[config.mk]
export PLATFORM = sky130hd
export DESIGN_NAME = load_store_unit
export DESIGN_NICKNAME = d
export VERILOG_FILES = /design/src/rtl/lsu_pkg.sv /design/src/rtl/lsu_align.sv /design/src/rtl/load_store_unit.sv
export SDC_FILE = /design/constraint.sdc
export NUM_CORES = 1
export LEC_CHECK = 0
export CAP_MARGIN = 10
export CORE_ASPECT_RATIO = 0.5
export CORE_MARGIN = 2
export CORE_UTILIZATION = 41
export DETAILED_ROUTE_END_ITERATION = 6
export PLACE_DENSITY = 0.78
export REMOVE_ABC_BUFFERS = 1
export SETUP_SLACK_MARGIN = 0.05
export SLEW_MARGIN = 5
export SYNTH_ARGS = -nofsm -noshare
export SYNTH_HDL_FRONTEND = slang
export SYNTH_SLANG_ARGS = --single-unit
export TNS_END_PERCENT = 50
[constraint.sdc]
create_clock -name clk -period 2.48 [get_ports clk]
set_input_delay 0.62 -clock clk [delete_from_list [all_inputs] [get_ports clk]]
set_output_delay 0.62 -clock clk [all_outputs]
set_load 0.005 [all_outputs]
[src/rtl/lsu_pkg.sv]
// lsu_pkg: shared funct3 width encodings, FSM state enum and access-legality helper for the load/store unit
package lsu_pkg;
    localparam logic [2:0] F3_B  = 3'b000;
    localparam logic [2:0] F3_H  = 3'b001;
    localparam logic [2:0] F3_W  = 3'b010;
    localparam logic [2:0] F3_BU = 3'b100;
    localparam logic [2:0] F3_HU = 3'b101;

    typedef enum logic [1:0] {
        ST_IDLE = 2'b00,
        ST_BUS  = 2'b01,
        ST_DONE = 2'b10
    } lsu_state_e;

    // illegal width code (011/110/111) or an address not aligned to the access size
    function automatic logic lsu_bad_access(input logic [2:0] f3, input logic [1:0] off);
        return (f3 == 3'b011) || (f3[2:1] == 2'b11) ||
               ((f3[1:0] == 2'b01) && off[0]) ||
               ((f3 == F3_W) && (off != 2'b00));
    endfunction
endpackage

[src/rtl/lsu_align.sv]
// lsu_align: combinational byte-lane steering for stores and lane select plus sign/zero extension for loads
//   funct3_i  width code, off_i byte offset within the word
//   wdata_i   right-aligned store data  -> wdata_o replicated across lanes, be_o byte enables
//   rdata_i   bus read word             -> rdata_o selected and extended load value
module lsu_align
    import lsu_pkg::*;
#(
    parameter int BITSIZE = 32
) (
    input  logic [2:0]         funct3_i,
    input  logic [1:0]         off_i,
    input  logic [BITSIZE-1:0] wdata_i,
    input  logic [BITSIZE-1:0] rdata_i,
    output logic [3:0]         be_o,
    output logic [BITSIZE-1:0] wdata_o,
    output logic [BITSIZE-1:0] rdata_o
);
    logic [7:0]  byte_sel;
    logic [15:0] half_sel;

    // funct3[2] marks the unsigned variants; funct3[1:0] gives the size
    always_comb begin
        be_o     = (funct3_i[1:0] == 2'b00) ? 4'b0001 << off_i :
                   (funct3_i[1:0] == 2'b01) ? 4'b0011 << off_i : 4'b1111;
        wdata_o  = (funct3_i[1:0] == 2'b00) ? {4{wdata_i[7:0]}} :
                   (funct3_i[1:0] == 2'b01) ? {2{wdata_i[15:0]}} : wdata_i;
        byte_sel = (off_i == 2'd0) ? rdata_i[7:0]   :
                   (off_i == 2'd1) ? rdata_i[15:8]  :
                   (off_i == 2'd2) ? rdata_i[23:16] : rdata_i[31:24];
        half_sel = off_i[1] ? rdata_i[31:16] : rdata_i[15:0];
        rdata_o  = (funct3_i[1:0] == 2'b00) ? {{24{~funct3_i[2] & byte_sel[7]}}, byte_sel} :
                   (funct3_i[1:0] == 2'b01) ? {{16{~funct3_i[2] & half_sel[15]}}, half_sel} : rdata_i;
    end
endmodule

[src/rtl/load_store_unit.sv]
// load_store_unit: single-outstanding load/store stage between execute and writeback with a simple req/ack bus
//   clk, rstn_i                       clock, async active-low reset
//   valid_i/ready_o + op fields       operation from execute (mem_en_i, we_i, funct3_i, addr_i, wdata_i, rd_i)
//   valid_o/ready_i + result fields   result to writeback (rd_o, result_o, err_o)
//   mem_*                             word-aligned bus request with byte enables, completed by mem_ack_i
module load_store_unit
    import lsu_pkg::*;
#(
    parameter int BITSIZE = 32
) (
    input  logic               clk,
    input  logic               rstn_i,
    input  logic               valid_i,
    output logic               ready_o,
    input  logic               mem_en_i,
    input  logic               we_i,
    input  logic [2:0]         funct3_i,
    input  logic [BITSIZE-1:0] addr_i,
    input  logic [BITSIZE-1:0] wdata_i,
    input  logic [4:0]         rd_i,
    output logic               valid_o,
    input  logic               ready_i,
    output logic [4:0]         rd_o,
    output logic [BITSIZE-1:0] result_o,
    output logic               err_o,
    output logic               mem_req_o,
    output logic               mem_we_o,
    output logic [BITSIZE-1:0] mem_addr_o,
    output logic [BITSIZE-1:0] mem_wdata_o,
    output logic [3:0]         mem_be_o,
    input  logic               mem_ack_i,
    input  logic [BITSIZE-1:0] mem_rdata_i
);
    lsu_state_e         state_q, state_d;
    logic               we_q, we_d, err_q, err_d, bad;
    logic [2:0]         f3_q, f3_d;
    logic [4:0]         rd_q, rd_d;
    logic [BITSIZE-1:0] addr_q, addr_d, wdata_q, wdata_d, result_q, result_d;
    logic [3:0]         be;
    logic [BITSIZE-1:0] wdata_steer, load_data;

    lsu_align #(.BITSIZE(BITSIZE)) u_align (
        .funct3_i (f3_q),
        .off_i    (addr_q[1:0]),
        .wdata_i  (wdata_q),
        .rdata_i  (mem_rdata_i),
        .be_o     (be),
        .wdata_o  (wdata_steer),
        .rdata_o  (load_data)
    );

    always_comb begin
        state_d  = state_q;
        we_d     = we_q;
        err_d    = err_q;
        f3_d     = f3_q;
        rd_d     = rd_q;
        addr_d   = addr_q;
        wdata_d  = wdata_q;
        result_d = result_q;
        bad      = mem_en_i && lsu_bad_access(funct3_i, addr_i[1:0]);
        case (state_q)
            ST_IDLE: if (valid_i) begin
                we_d     = mem_en_i & we_i;
                err_d    = bad;
                f3_d     = funct3_i;
                addr_d   = addr_i;
                wdata_d  = wdata_i;
                rd_d     = (bad || (mem_en_i && we_i)) ? 5'd0 : rd_i;
                result_d = addr_i;
                state_d  = (!mem_en_i || bad) ? ST_DONE : ST_BUS;
            end
            ST_BUS: if (mem_ack_i) begin
                result_d = we_q ? result_q : load_data;
                state_d  = ST_DONE;
            end
            ST_DONE: if (ready_i) state_d = ST_IDLE;
            default: state_d = ST_IDLE;
        endcase
    end

    always_ff @(posedge clk or negedge rstn_i) begin
        if (!rstn_i) begin
            state_q  <= ST_IDLE;
            we_q     <= 1'b0;
            err_q    <= 1'b0;
            f3_q     <= 3'b000;
            rd_q     <= 5'd0;
            addr_q   <= '0;
            wdata_q  <= '0;
            result_q <= '0;
        end else begin
            state_q  <= state_d;
            we_q     <= we_d;
            err_q    <= err_d;
            f3_q     <= f3_d;
            rd_q     <= rd_d;
            addr_q   <= addr_d;
            wdata_q  <= wdata_d;
            result_q <= result_d;
        end
    end

    // bus outputs are forced to zero outside BUS so reset and idle look identical on the bus
    assign ready_o     = (state_q == ST_IDLE);
    assign valid_o     = (state_q == ST_DONE);
    assign mem_req_o   = (state_q == ST_BUS);
    assign mem_we_o    = mem_req_o & we_q;
    assign mem_addr_o  = mem_req_o ? {addr_q[BITSIZE-1:2], 2'b00} : '0;
    assign mem_be_o    = mem_req_o ? be : 4'b0000;
    assign mem_wdata_o = mem_req_o ? wdata_steer : '0;
    assign err_o       = valid_o & err_q;
    assign rd_o        = rd_q;
    assign result_o    = result_q;
endmodule

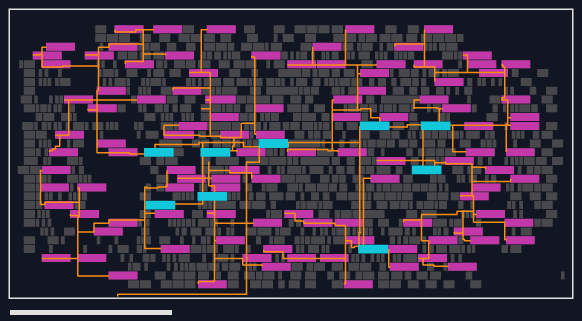
clock_wires.png
The bar under the picture is 50 um long.
[flip-flops] magenta | count: 108
[clock-net drivers] cyan | count: 9
[clock wires] orange | length: 1370 um
flops lie: all over the die
routed clock nets: 10
Clk power: 1.38 mW
Worst Clk Skew: 8.48 ps
Clock Power Share: 0.173
clock latency on the worst-skew pair: 350 ps

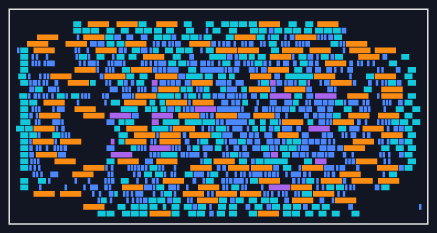
class_map.png
[remaining logic cells] blue | cells: 557
[registers] orange | cells: 108
[clock drivers and dummy loads] purple | cells: 16
[remaining buffers and delay cells] cyan | cells: 263
Seq area share: 0.303
Final Util: 0.646
core area: 13800 um^2
post-route cell area: 8920 um^2
FP Rows: 30

==> ci_impl_report.md <==
## Synthesis and layout report

| Metric | Value |
|---|---|
| Clock Tree Buf Depth | `2` |
| Family with the most delay on the worst path | `buffers and inverters` |
| Unrepaired setup endpoints after global routing | `true` |
| Max-cap violations | `0` |
| Mapped Cells | `720` |
| Cts repair resizes | `18` |
| CTS clock-pin slew for the worst setup and hold paths | `70 ps` |
| Slowest Stage Delay on Critical Path | `530 ps` |
| Most frequent cells in the layout | `nand2_1 (249), clkdlybuf4s50_1 (208), dfrtp_1 (105), nor2_1 (54), and2_1 (40)` |
| Post-Layout Cell Count | `1136` |
| Chip area | `15400 um^2` |
| MUX area fraction | `0.0441` |
| Final setup margin | `-36.5 ps` |
| Synth cell count leaders | `nand2_1 (249), dfrtp_1 (108), nor2_1 (55), clkbuf_1 (42), and2_1 (41)` |
| Worst Path Required | `1860 ps` |
| Cell leakage power | `3.94 nW` |
| Vias per inst | `5.21` |
| Cell count in the Yosys report | `720` |
| Max-area cell share | `0.458` |
| Initial antenna violation count | `0` |
| CTS sink cnt | `108` |
| Startpoint Class | `flop` |
| Post-Route WL | `19.7 mm` |
| Slowest CP cell | `clkdlybuf4s50_1` |
| Multi-input gate area | `2980 um^2` |
| Synth Seq Share | `0.458` |
| Relative slew slack | `0.605` |
| Fin crit share | `1.01` |
| Main flop type | `dfrtp_1` |
| Worst Path Arrival | `1900 ps` |
| Total track usage | `0.252` |
| Placed Cells | `1111` |
| Routed via count | `5924` |
| Failing checks | `negative setup slack` |
| Final number of setup-violating endpoints | `34` |
| Status | `finished with violations` |
| Wirelength per Cell | `17.3 um` |
| Area post-placement | `8460 um^2` |
| Post-synth EDFFs | `0` |
| CTS tree | `built` |
| DIE HEIGHT | `88.9 um` |
| Die x size | `174 um` |
| Worst VDD drop | `0.508 mV` |
| Fillers | `1186` |
| Crit. End Element | `output port` |
| Log Warnings | `30` |
| Final HPWL DP | `13.8 mm` |
| FP Util | `0.428` |
## cell type report
cell class	instances	share of cell area
multi-input cells	550	0.334
clock buffers	11	0.0272
inverters	7	0.00351
clock inverters	5	0.00421
flip-flops and latches	108	0.303
well taps	192	0.0269
repair buffers	263	0.300
## registers in the layout (all words and copies together), names as in the netlist
| register | flops |
|---|---|
| err_q | 1 |
| wdata_q | 32 |
| addr_q | 32 |
| f3_q | 3 |
| rd_o | 5 |
| we_q | 1 |
| state_q | 2 |
| result_o | 32 |
## metrics by stage
step	util	TNS [ps]
2_1_floorplan	-	-63730
4_1_cts	0.644	-1120
3_5_place_dp	0.612	-24.1
5_1_grt	0.646	-3670
6_report	0.646	-595
3_3_place_gp	0.612	0
## path summary, 6_finish.rpt
path / slack, ps / from / cells past startpoint / end
max in group asynchronous: 1640 / rstn_i / 2 / state_q[0]
worst max register to register: 210 / addr_q[0] / 7 / result_o[14]
worst max-delay path: -40 / state_q[1] / 4 / mem_wdata_o[13]
worst min register to register: 470 / addr_q[10] / 2 / addr_q[10]
worst min-delay path: 210 / rstn_i / 1 / wdata_q[26]
min in group clk: 470 / addr_q[10] / 2 / addr_q[10]
## where the power goes
| group | switching (mW) | internal (mW) |
|---|---|---|
| Clock | 0.672 | 0.712 |
| Combinational | 1.84 | 1.88 |
| Sequential | 0.458 | 2.46 |
## layer usage
| metal | track usage | vias to the layer above | wire length (um) |
|---|---|---|---|
| met5 | 0 | - | 0 |
| met2 | 0.449 | 209 | 9790 |
| met4 | 0.0871 | 0 | 469 |
| met3 | 0.0447 | 37 | 961 |
| met1 | 0.316 | 2853 | 8440 |
| li1 | - | 2825 | - |
Power and IR drop assume default switching activity.
